$ cat config.mk
export PLATFORM = sky130hd
export DESIGN_NAME = stacker_frame_painter_flat
export DESIGN_NICKNAME = d
export VERILOG_FILES = /design/src/rtl/stacker_frame_painter_if.sv /design/src/rtl/stacker_frame_painter.sv /design/src/flat_wrapper.sv
export SDC_FILE = /design/constraint.sdc
export NUM_CORES = 1
export LEC_CHECK = 0
export ABC_AREA = 1
export CAP_MARGIN = 40
export CELL_PAD_IN_SITES_DETAIL_PLACEMENT = 0
export CELL_PAD_IN_SITES_GLOBAL_PLACEMENT = 2
export CORE_ASPECT_RATIO = 2
export CORE_MARGIN = 1.5
export CORE_UTILIZATION = 29
export CTS_CLUSTER_DIAMETER = 50
export DETAILED_ROUTE_END_ITERATION = 8
export GPL_ROUTABILITY_DRIVEN = 0
export PLACE_DENSITY_LB_ADDON = 0.3
export SLEW_MARGIN = 25
export SYNTH_ARGS = -nofsm -noshare
export SYNTH_HDL_FRONTEND = slang
export SYNTH_SLANG_ARGS = --single-unit
$ cat constraint.sdc
create_clock -name clk -period 3.5 [get_ports clk]
set_input_delay 0.7 -clock clk [delete_from_list [all_inputs] [get_ports clk]]
set_output_delay 0.7 -clock clk [all_outputs]
set_load 0.02 [all_outputs]
$ cat src/rtl/stacker_frame_painter_if.sv
// rtl/stacker_frame_painter_if.sv - game-state inputs and draw-frame pixel write port of the painter
interface stacker_frame_painter_if #(
    parameter int GRID_COLS = 16,
    parameter int GRID_ROWS = 12
);
    logic                           draw_start;
    logic [GRID_COLS*GRID_ROWS-1:0] grid_bits;
    logic [3:0]                     active_row;
    logic                           game_over;
    logic                           frame_done;
    logic                           busy;
    logic                           draw_done;
    logic [14:0]                    the_vga_draw_frame_write_mem_address;
    logic [23:0]                    the_vga_draw_frame_write_mem_data;
    logic                           the_vga_draw_frame_write_a_pixel;

    modport master (
        input  draw_start,
        input  grid_bits,
        input  active_row,
        input  game_over,
        input  frame_done,
        output busy,
        output draw_done,
        output the_vga_draw_frame_write_mem_address,
        output the_vga_draw_frame_write_mem_data,
        output the_vga_draw_frame_write_a_pixel
    );

    modport slave (
        output draw_start,
        output grid_bits,
        output active_row,
        output game_over,
        output frame_done,
        input  busy,
        input  draw_done,
        input  the_vga_draw_frame_write_mem_address,
        input  the_vga_draw_frame_write_mem_data,
        input  the_vga_draw_frame_write_a_pixel
    );
endinterface

$ cat src/rtl/stacker_frame_painter.sv
// rtl/stacker_frame_painter.sv - paints the stacker grid into the VGA draw frame, one cell per clock
module stacker_frame_painter #(
    parameter int          GRID_COLS     = 16,
    parameter int          GRID_ROWS     = 12,
    parameter logic [23:0] BG_COLOR      = 24'h000000,
    parameter logic [23:0] STACK_COLOR   = 24'h00FF00,
    parameter logic [23:0] ACTIVE_COLOR  = 24'hFF0000,
    parameter logic [23:0] OVER_COLOR    = 24'hFFFFFF,
    parameter bit          SYNC_TO_FRAME = 1'b1
) (
    input  logic                   clk,
    input  logic                   rst,
    stacker_frame_painter_if.master bus
);
    localparam int NCELLS = GRID_COLS * GRID_ROWS;
    localparam int CW     = (GRID_COLS > 1) ? $clog2(GRID_COLS) : 1;
    localparam int RW     = (GRID_ROWS > 1) ? $clog2(GRID_ROWS) : 1;
    localparam int IW     = (NCELLS > 1) ? $clog2(NCELLS) : 1;

    typedef enum logic [1:0] {IDLE, WAIT_SYNC, PAINT, DONE} state_t;

    state_t             state_q, state_d;
    logic [CW-1:0]      col_q, col_d;
    logic [RW-1:0]      row_q, row_d;
    logic               pending_q, pending_d;
    logic               busy_q, busy_d;
    logic               done_q, done_d;
    logic               wr_q, wr_d;
    logic [14:0]        addr_q, addr_d;
    logic [23:0]        data_q, data_d;
    logic [NCELLS-1:0]  grid_q, grid_d;
    logic [3:0]         act_q, act_d;
    logic               over_q, over_d;

    logic               start_paint;
    logic [14:0]        cell_addr;
    logic [IW-1:0]      bit_idx;
    logic [23:0]        cell_color;

    // Memory is column-major, occupancy bits are row-major.
    assign cell_addr = 15'(col_q) * 15'(GRID_ROWS) + 15'(row_q);
    assign bit_idx   = IW'(row_q) * IW'(GRID_COLS) + IW'(col_q);

    always_comb begin
        cell_color = BG_COLOR;
        if (grid_q[bit_idx]) begin
            if (over_q)
                cell_color = OVER_COLOR;
            else if (32'(row_q) == 32'(act_q))
                cell_color = ACTIVE_COLOR;
            else
                cell_color = STACK_COLOR;
        end
    end

    always_comb begin
        state_d     = state_q;
        col_d       = col_q;
        row_d       = row_q;
        pending_d   = pending_q;
        busy_d      = busy_q;
        done_d      = 1'b0;
        wr_d        = 1'b0;
        addr_d      = addr_q;
        data_d      = data_q;
        grid_d      = grid_q;
        act_d       = act_q;
        over_d      = over_q;
        start_paint = 1'b0;

        case (state_q)
            IDLE: begin
                if (bus.draw_start) begin
                    busy_d = 1'b1;
                    if (SYNC_TO_FRAME)
                        state_d = WAIT_SYNC;
                    else
                        start_paint = 1'b1;
                end
            end
            WAIT_SYNC: begin
                busy_d = 1'b1;
                if (bus.draw_start)
                    pending_d = 1'b1;
                if (bus.frame_done)
                    start_paint = 1'b1;
            end
            PAINT: begin
                busy_d = 1'b1;
                if (bus.draw_start)
                    pending_d = 1'b1;
                wr_d   = 1'b1;
                addr_d = cell_addr;
                data_d = cell_color;
                if (row_q == RW'(GRID_ROWS - 1)) begin
                    row_d = '0;
                    if (col_q == CW'(GRID_COLS - 1)) begin
                        col_d   = '0;
                        state_d = DONE;
                    end else begin
                        col_d = col_q + CW'(1);
                    end
                end else begin
                    row_d = row_q + RW'(1);
                end
            end
            DONE: begin
                // busy drops for the draw_done cycle even when a repaint follows.
                done_d = 1'b1;
                busy_d = 1'b0;
                if (pending_q || bus.draw_start) begin
                    pending_d = 1'b0;
                    if (SYNC_TO_FRAME)
                        state_d = WAIT_SYNC;
                    else
                        start_paint = 1'b1;
                end else begin
                    state_d = IDLE;
                end
            end
            default: state_d = IDLE;
        endcase

        if (start_paint) begin
            state_d = PAINT;
            col_d   = '0;
            row_d   = '0;
            grid_d  = bus.grid_bits;
            act_d   = bus.active_row;
            over_d  = bus.game_over;
        end
    end

    always_ff @(posedge clk) begin
        if (!rst) begin
            state_q   <= IDLE;
            col_q     <= '0;
            row_q     <= '0;
            pending_q <= 1'b0;
            busy_q    <= 1'b0;
            done_q    <= 1'b0;
            wr_q      <= 1'b0;
            addr_q    <= '0;
            data_q    <= '0;
            grid_q    <= '0;
            act_q     <= '0;
            over_q    <= 1'b0;
        end else begin
            state_q   <= state_d;
            col_q     <= col_d;
            row_q     <= row_d;
            pending_q <= pending_d;
            busy_q    <= busy_d;
            done_q    <= done_d;
            wr_q      <= wr_d;
            addr_q    <= addr_d;
            data_q    <= data_d;
            grid_q    <= grid_d;
            act_q     <= act_d;
            over_q    <= over_d;
        end
    end

    assign bus.busy                                 = busy_q;
    assign bus.draw_done                            = done_q;
    assign bus.the_vga_draw_frame_write_a_pixel     = wr_q;
    assign bus.the_vga_draw_frame_write_mem_address = addr_q;
    assign bus.the_vga_draw_frame_write_mem_data    = data_q;
endmodule

$ cat src/flat_wrapper.sv
// flat-port wrapper written by rule: the top's interface ports become plain ports
module stacker_frame_painter_flat 
#(
    parameter int          GRID_COLS     = 16,
    parameter int          GRID_ROWS     = 12,
    parameter logic [23:0] BG_COLOR      = 24'h000000,
    parameter logic [23:0] STACK_COLOR   = 24'h00FF00,
    parameter logic [23:0] ACTIVE_COLOR  = 24'hFF0000,
    parameter logic [23:0] OVER_COLOR    = 24'hFFFFFF,
    parameter bit          SYNC_TO_FRAME = 1'b1
)
  (clk, rst, bus_draw_start, bus_grid_bits, bus_active_row, bus_game_over, bus_frame_done, bus_busy, bus_draw_done, bus_the_vga_draw_frame_write_mem_address, bus_the_vga_draw_frame_write_mem_data, bus_the_vga_draw_frame_write_a_pixel);
  stacker_frame_painter_if #(.GRID_COLS(GRID_COLS), .GRID_ROWS(GRID_ROWS)) bus_i ();
  input  logic clk;
  input  logic rst;
  input wire logic [$bits(bus_i.draw_start)-1:0] bus_draw_start;
  input wire logic [$bits(bus_i.grid_bits)-1:0] bus_grid_bits;
  input wire logic [$bits(bus_i.active_row)-1:0] bus_active_row;
  input wire logic [$bits(bus_i.game_over)-1:0] bus_game_over;
  input wire logic [$bits(bus_i.frame_done)-1:0] bus_frame_done;
  output wire logic [$bits(bus_i.busy)-1:0] bus_busy;
  output wire logic [$bits(bus_i.draw_done)-1:0] bus_draw_done;
  output wire logic [$bits(bus_i.the_vga_draw_frame_write_mem_address)-1:0] bus_the_vga_draw_frame_write_mem_address;
  output wire logic [$bits(bus_i.the_vga_draw_frame_write_mem_data)-1:0] bus_the_vga_draw_frame_write_mem_data;
  output wire logic [$bits(bus_i.the_vga_draw_frame_write_a_pixel)-1:0] bus_the_vga_draw_frame_write_a_pixel;
  assign bus_i.draw_start = bus_draw_start;
  assign bus_i.grid_bits = bus_grid_bits;
  assign bus_i.active_row = bus_active_row;
  assign bus_i.game_over = bus_game_over;
  assign bus_i.frame_done = bus_frame_done;
  assign bus_busy = bus_i.busy;
  assign bus_draw_done = bus_i.draw_done;
  assign bus_the_vga_draw_frame_write_mem_address = bus_i.the_vga_draw_frame_write_mem_address;
  assign bus_the_vga_draw_frame_write_mem_data = bus_i.the_vga_draw_frame_write_mem_data;
  assign bus_the_vga_draw_frame_write_a_pixel = bus_i.the_vga_draw_frame_write_a_pixel;
  stacker_frame_painter #(.GRID_COLS(GRID_COLS), .GRID_ROWS(GRID_ROWS), .BG_COLOR(BG_COLOR), .STACK_COLOR(STACK_COLOR), .ACTIVE_COLOR(ACTIVE_COLOR), .OVER_COLOR(OVER_COLOR), .SYNC_TO_FRAME(SYNC_TO_FRAME)) u_core (.clk(clk), .rst(rst), .bus(bus_i));
endmodule
==> run_1/flops_by_reg.png <==
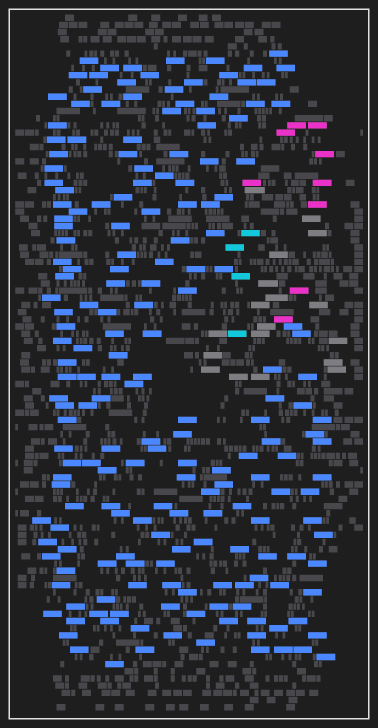
blue -> `u_core.grid_q`  # placed flops 192, where spread over the die
cyan -> `u_core.row_q`  # placed flops 4
magenta -> `u_core.bus.the_vga_draw_frame_write_mem_address`  # placed flops 9, where upper right
not coloured = 18

==> run_1/layer_met1.png <==
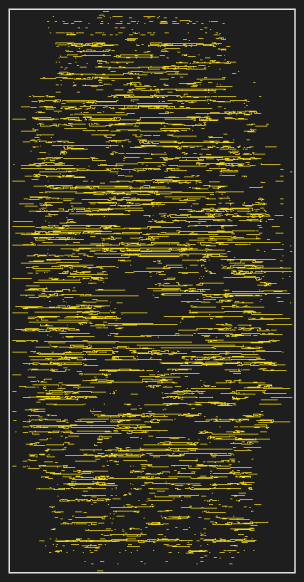
share of all routed wire = 39%
longest straight run = 46.9 um
wire length on this layer = 13100 um
nets with wire on the layer = 1606

==> results.py, run 1 <==
# Physical implementation metrics
metrics = {
    "power": {
        "power.share.sequential_pct": 43.8,
        "top_power_group": "sequential cells",
        "power.switching_fraction_pct": 26.3,
        "static-leakage-power_uw": 0.00508,
        "comb_power_share_pct": 17.0,
    },
    "worst_setup_path": {
        "timing.rr.start": "u_core.col_q[1]",
        "r2r.worst_path.cells": 8,
        "worstSetupPathType": "reg -> reg",
        "critPathMaxFanout": 47,
        "slowest_stage": "sky130_fd_sc_hd__buf_4",
    },
    "yosys": {
        "top_area_share_pct": 43.8,
        "synth_top_cell_by_area": "sky130_fd_sc_hd__dfxtp_1",
        "synthFlopType": "sky130_fd_sc_hd__dfxtp_1",
        "post_synth_inst_count": 1496,
        "edf_count": 0,
        "synth.top_cells.by_count": "427 x sky130_fd_sc_hd__nor2_1, 237 x sky130_fd_sc_hd__nand2_1, 223 x sky130_fd_sc_hd__dfxtp_1, 217 x sky130_fd_sc_hd__o21ai_0, 150 x sky130_fd_sc_hd__nand3_1",
        "numSynthFlops": 223,
        "synth_simple_gate_area_share_pct": 32.2,
    },
    "global_routing": {
        "vias_in_the_first_global_route": 9807,
        "grt.busiest_layer": "met2",
        "met3_usage_in_global_routing_pct": 2.00,
    },
    "cts": {
        "cts_hold_buffers": 0,
        "cts_setup_buffers": 0,
        "cts.repair.resized": 0,
        "maximum_buffer_depth_of_the_clock_tree": 3,
        "clock_tree_from_tritoncts": "yes",
    },
    "sta": {
        "fmax_ghz": 0.396,
        "finalHoldViolations": 0,
        "setup_viol_count_final": 0,
        "final.min_clock_period_ns": 2.52,
        "finalClockPeriodUsage_pct": 72.1,
        "final_max_slew_viol_count": 0,
    },
    "layout": {
        "flip_flops": 223,
        "filler_cell_count": 3732,
        "final_net_count": 1855,
        "num-multi-input-gates": 1113,
        "drive_gt1_share_pct": 3.50,
        "largestClassByArea": "logic gates",
        "instances_no_fill": 2103,
    },
    "route": {
        "route.met3.wl_mm": 1.21,
        "wire_per_inst_um": 16.1,
    },
    "worst_hold_path": {
        "holdCritPathClass": "reg -> reg",
    },
    "outcome": {
        "outcome": "complete, no violations",
    },
    "place": {
        "preCtsSetupSlack_ns": 0.946,
    },
    "die": {
        "floorplan.core_area_mm2": 0.0348,
    },
}
==> run_1/io_fan.png <==
Bar = 50 um.
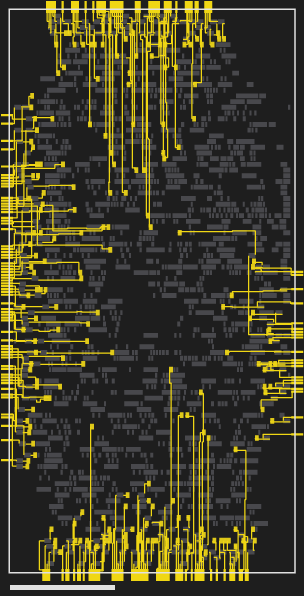
yellow -> `bus_grid_bits`  # bits 192, direction input, edge 64 left, 60 bottom, 48 top, 20 right, end cells 192, buffers 192, wire 5550 um

run 1: cells in the final DEF, fill, tap and decap left out, types with 3 or more instances in the layout:
| master | n |
|---|---|
| sky130_fd_sc_hd__a211oi_1 | 4 |
| sky130_fd_sc_hd__a21oi_1 | 32 |
| sky130_fd_sc_hd__buf_12 | 4 |
| sky130_fd_sc_hd__buf_4 | 12 |
| sky130_fd_sc_hd__bufinv_16 | 6 |
| sky130_fd_sc_hd__clkbuf_1 | 7 |
| sky130_fd_sc_hd__clkbuf_16 | 23 |
| sky130_fd_sc_hd__clkdlybuf4s50_1 | 235 |
| sky130_fd_sc_hd__clkinv_2 | 3 |
| sky130_fd_sc_hd__conb_1 | 6 |
| sky130_fd_sc_hd__dfxtp_1 | 220 |
| sky130_fd_sc_hd__ha_1 | 12 |
| sky130_fd_sc_hd__inv_1 | 25 |
| sky130_fd_sc_hd__nand2_1 | 236 |
| sky130_fd_sc_hd__nand3_1 | 150 |
| sky130_fd_sc_hd__nor2_1 | 427 |
| sky130_fd_sc_hd__o21ai_0 | 217 |
| sky130_fd_sc_hd__o31ai_1 | 6 |
| sky130_fd_sc_hd__xnor2_1 | 5 |
| sky130_fd_sc_hd__xor2_1 | 6 |
run 1: flip-flops by register name, indices dropped and copies added, names as in the netlist:
signal,flops
u_core.act_q,4
u_core.bus.busy,1
u_core.bus.draw_done,1
u_core.bus.the_vga_draw_frame_write_a_pixel,1
u_core.bus.the_vga_draw_frame_write_mem_address,9
u_core.bus.the_vga_draw_frame_write_mem_data,3
u_core.col_q,4
u_core.grid_q,192
u_core.over_q,1
u_core.pending_q,1
u_core.row_q,4
u_core.state_q,2
==> run_1/congestion.png <==
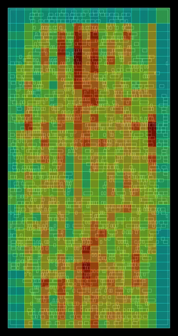

--- run 2 (diff from run 1) ---
--- a/config.mk
+++ b/config.mk
@@ -11,7 +11,7 @@
 export CELL_PAD_IN_SITES_GLOBAL_PLACEMENT = 2
 export CORE_ASPECT_RATIO = 2
 export CORE_MARGIN = 1.5
-export CORE_UTILIZATION = 29
+export CORE_UTILIZATION = 27
 export CTS_CLUSTER_DIAMETER = 50
 export DETAILED_ROUTE_END_ITERATION = 8
 export GPL_ROUTABILITY_DRIVEN = 0
==> constraint.sdc (replaced) <==
create_clock -name clk -period 2.4 [get_ports clk]
set_input_delay 0.48 -clock clk [delete_from_list [all_inputs] [get_ports clk]]
set_output_delay 0.48 -clock clk [all_outputs]
set_load 0.02 [all_outputs]
==> run_2/congestion.png <==
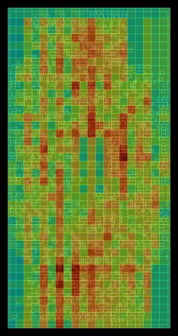
post-layout util: 36.5%
met1 Resource Use GR: 20.3%

==> run_2/flops_by_reg.png <==
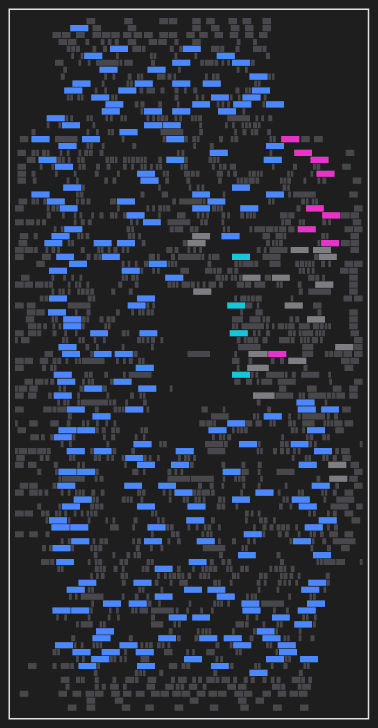
sequential power: 4380 uW
flip-flop and latch share of the layout cell area: 33.0%

==> run_2/clk_routes.png <==
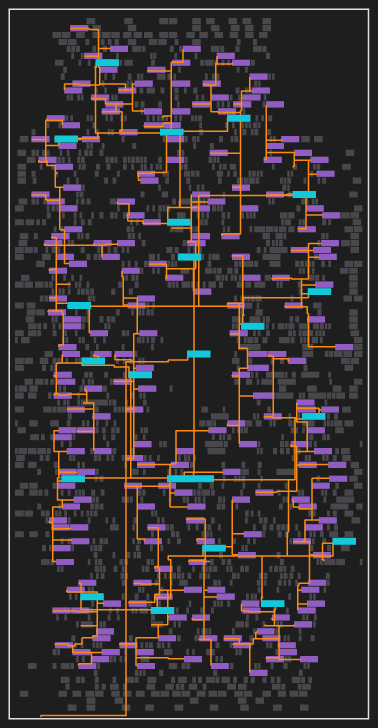
purple -> flip-flops  # count 223
cyan -> clock drivers  # count 22
orange -> clock wires  # length 3280 um
routed clock nets = 23

==> run 2 against run 1 <==
Compared with the run above: synthesized cell count did not move; cell count rose by 1.2%; sequential power rose by 46%; hold slack got worse by 0.015 ns; sequential share of layout area fell by 0.30 points; cell area rose by 0.95%; highest routed layer unchanged.
==> results.py, run 2 <==
# Physical implementation metrics
metrics = {
    "outcome": {
        "outcome": "complete, no violations",
    },
    "global_routing": {
        "grt.busiest_layer": "met2",
        "met3_usage_in_global_routing_pct": 1.95,
        "vias_in_the_first_global_route": 9998,
    },
    "worst_setup_path": {
        "timing.critical_path.mode_cell": "sky130_fd_sc_hd__nand3_1",
        "slowest_stage": "sky130_fd_sc_hd__dfxtp_4",
        "critPathMaxFanout": 25,
        "timing.reg2reg.setup_slack_ns": 0.28,
        "worstSetupPathType": "reg -> reg",
        "r2r.worst_path.cells": 14,
    },
    "cts": {
        "cts_hold_buffers": 0,
        "clock_tree_from_tritoncts": "yes",
        "cts.repair.resized": 0,
        "maximum_buffer_depth_of_the_clock_tree": 3,
    },
    "route": {
        "finalWirelength_mm": 35.3,
        "wire_per_inst_um": 16.6,
        "firstDrtPassIters": 4,
    },
    "worst_hold_path": {
        "holdCritPathClass": "in -> reg",
    },
    "layout": {
        "most_instantiated_logic_cells_after_routing": "427 x sky130_fd_sc_hd__nor2_1, 236 x sky130_fd_sc_hd__nand2_1, 235 x sky130_fd_sc_hd__clkdlybuf4s50_1",
        "register_bank_with_the_most_flops": "u_core.grid_q",
        "filler_cell_count": 3998,
        "final_layout_top_logic_cell": "sky130_fd_sc_hd__nor2_1",
        "drive_gt1_share_pct": 4.43,
        "final_net_count": 1868,
    },
    "yosys": {
        "synth_simple_gate_area_share_pct": 32.2,
        "synthFlopType": "sky130_fd_sc_hd__dfxtp_1",
        "synth.top_cells.by_count": "427 x sky130_fd_sc_hd__nor2_1, 237 x sky130_fd_sc_hd__nand2_1, 223 x sky130_fd_sc_hd__dfxtp_1, 217 x sky130_fd_sc_hd__o21ai_0, 150 x sky130_fd_sc_hd__nand3_1",
        "post_synth_inst_count": 1496,
        "numSynthFlops": 223,
        "synth_top_cell_by_area": "sky130_fd_sc_hd__dfxtp_1",
        "edf_count": 0,
        "top_area_share_pct": 43.8,
    },
    "sta": {
        "setup_viol_count_final": 0,
        "fmax_ghz": 0.472,
        "final_max_slew_viol_count": 0,
        "final.min_clock_period_ns": 2.12,
        "finalClockPeriodUsage_pct": 88.2,
    },
    "power": {
        "static-leakage-power_uw": 0.00515,
    },
    "die": {
        "floorplan.core_area_mm2": 0.0372,
    },
}
run 2: netlist changes by cell type in the layout (fill, tap and decap cells not counted):
| cell | change |
|---|---|
| sky130_fd_sc_hd__buf_12 | +7 |
| sky130_fd_sc_hd__clkinv_2 | +3 |
| sky130_fd_sc_hd__clkinvlp_4 | +1 |
| sky130_fd_sc_hd__diode_2 | -2 |
| sky130_fd_sc_hd__dfxtp_4 | +1 |
| sky130_fd_sc_hd__clkbuf_1 | -3 |
| sky130_fd_sc_hd__bufinv_16 | -5 |
| sky130_fd_sc_hd__buf_4 | +6 |
| sky130_fd_sc_hd__dfxtp_2 | -1 |
| sky130_fd_sc_hd__clkbuf_8 | +3 |
| sky130_fd_sc_hd__clkbuf_16 | +1 |
run 2: cell type report:
cell class / count / area share (%)
clock buffer: 32 / 4.95
timing repair buffer: 264 / 20.0
sequential: 223 / 33.0
inverter: 29 / 0.877
clock inverter: 8 / 0.499
multi-input combinational: 1113 / 36.4
tap: 459 / 4.24
run 2: logic make-up (layout without fill, tap and decap cells):
logic type,after synthesis,count (layout)
xor gates and xnor gates,11,11
other,1,6
DFF,223,223
and+or+nand+nor,821,821
AOI/OAI and AO/OA,261,261
buffers and inverters,165,333
adders and majority gates,14,14
run 2: through the flow:
stage	instances	hold slack, ns
global placement	2088	0.453
finish	2128	0.453
CTS	2128	0.456
global route	2128	0.482
detailed placement	2088	0.454
floorplan	1501	0.449
run 2: report_power, final:
group          internal, uW  switching (uW)  total, uW  leakage, uW
sequential             4140             246       4380      0.00183
clock                  2050            1510       3570     0.000367
combinational           802             929       1730      0.00295
total                  6990            2690       9680      0.00515
run 2: metal layers:
layer	vias to the layer above	routed length [um]
met1	4612	14100
met3	40	1210
met2	239	19300
met4	0	724
li1	5107	-
met5	-	0
No activity file was given, so power comes from the tool's default toggle rates.
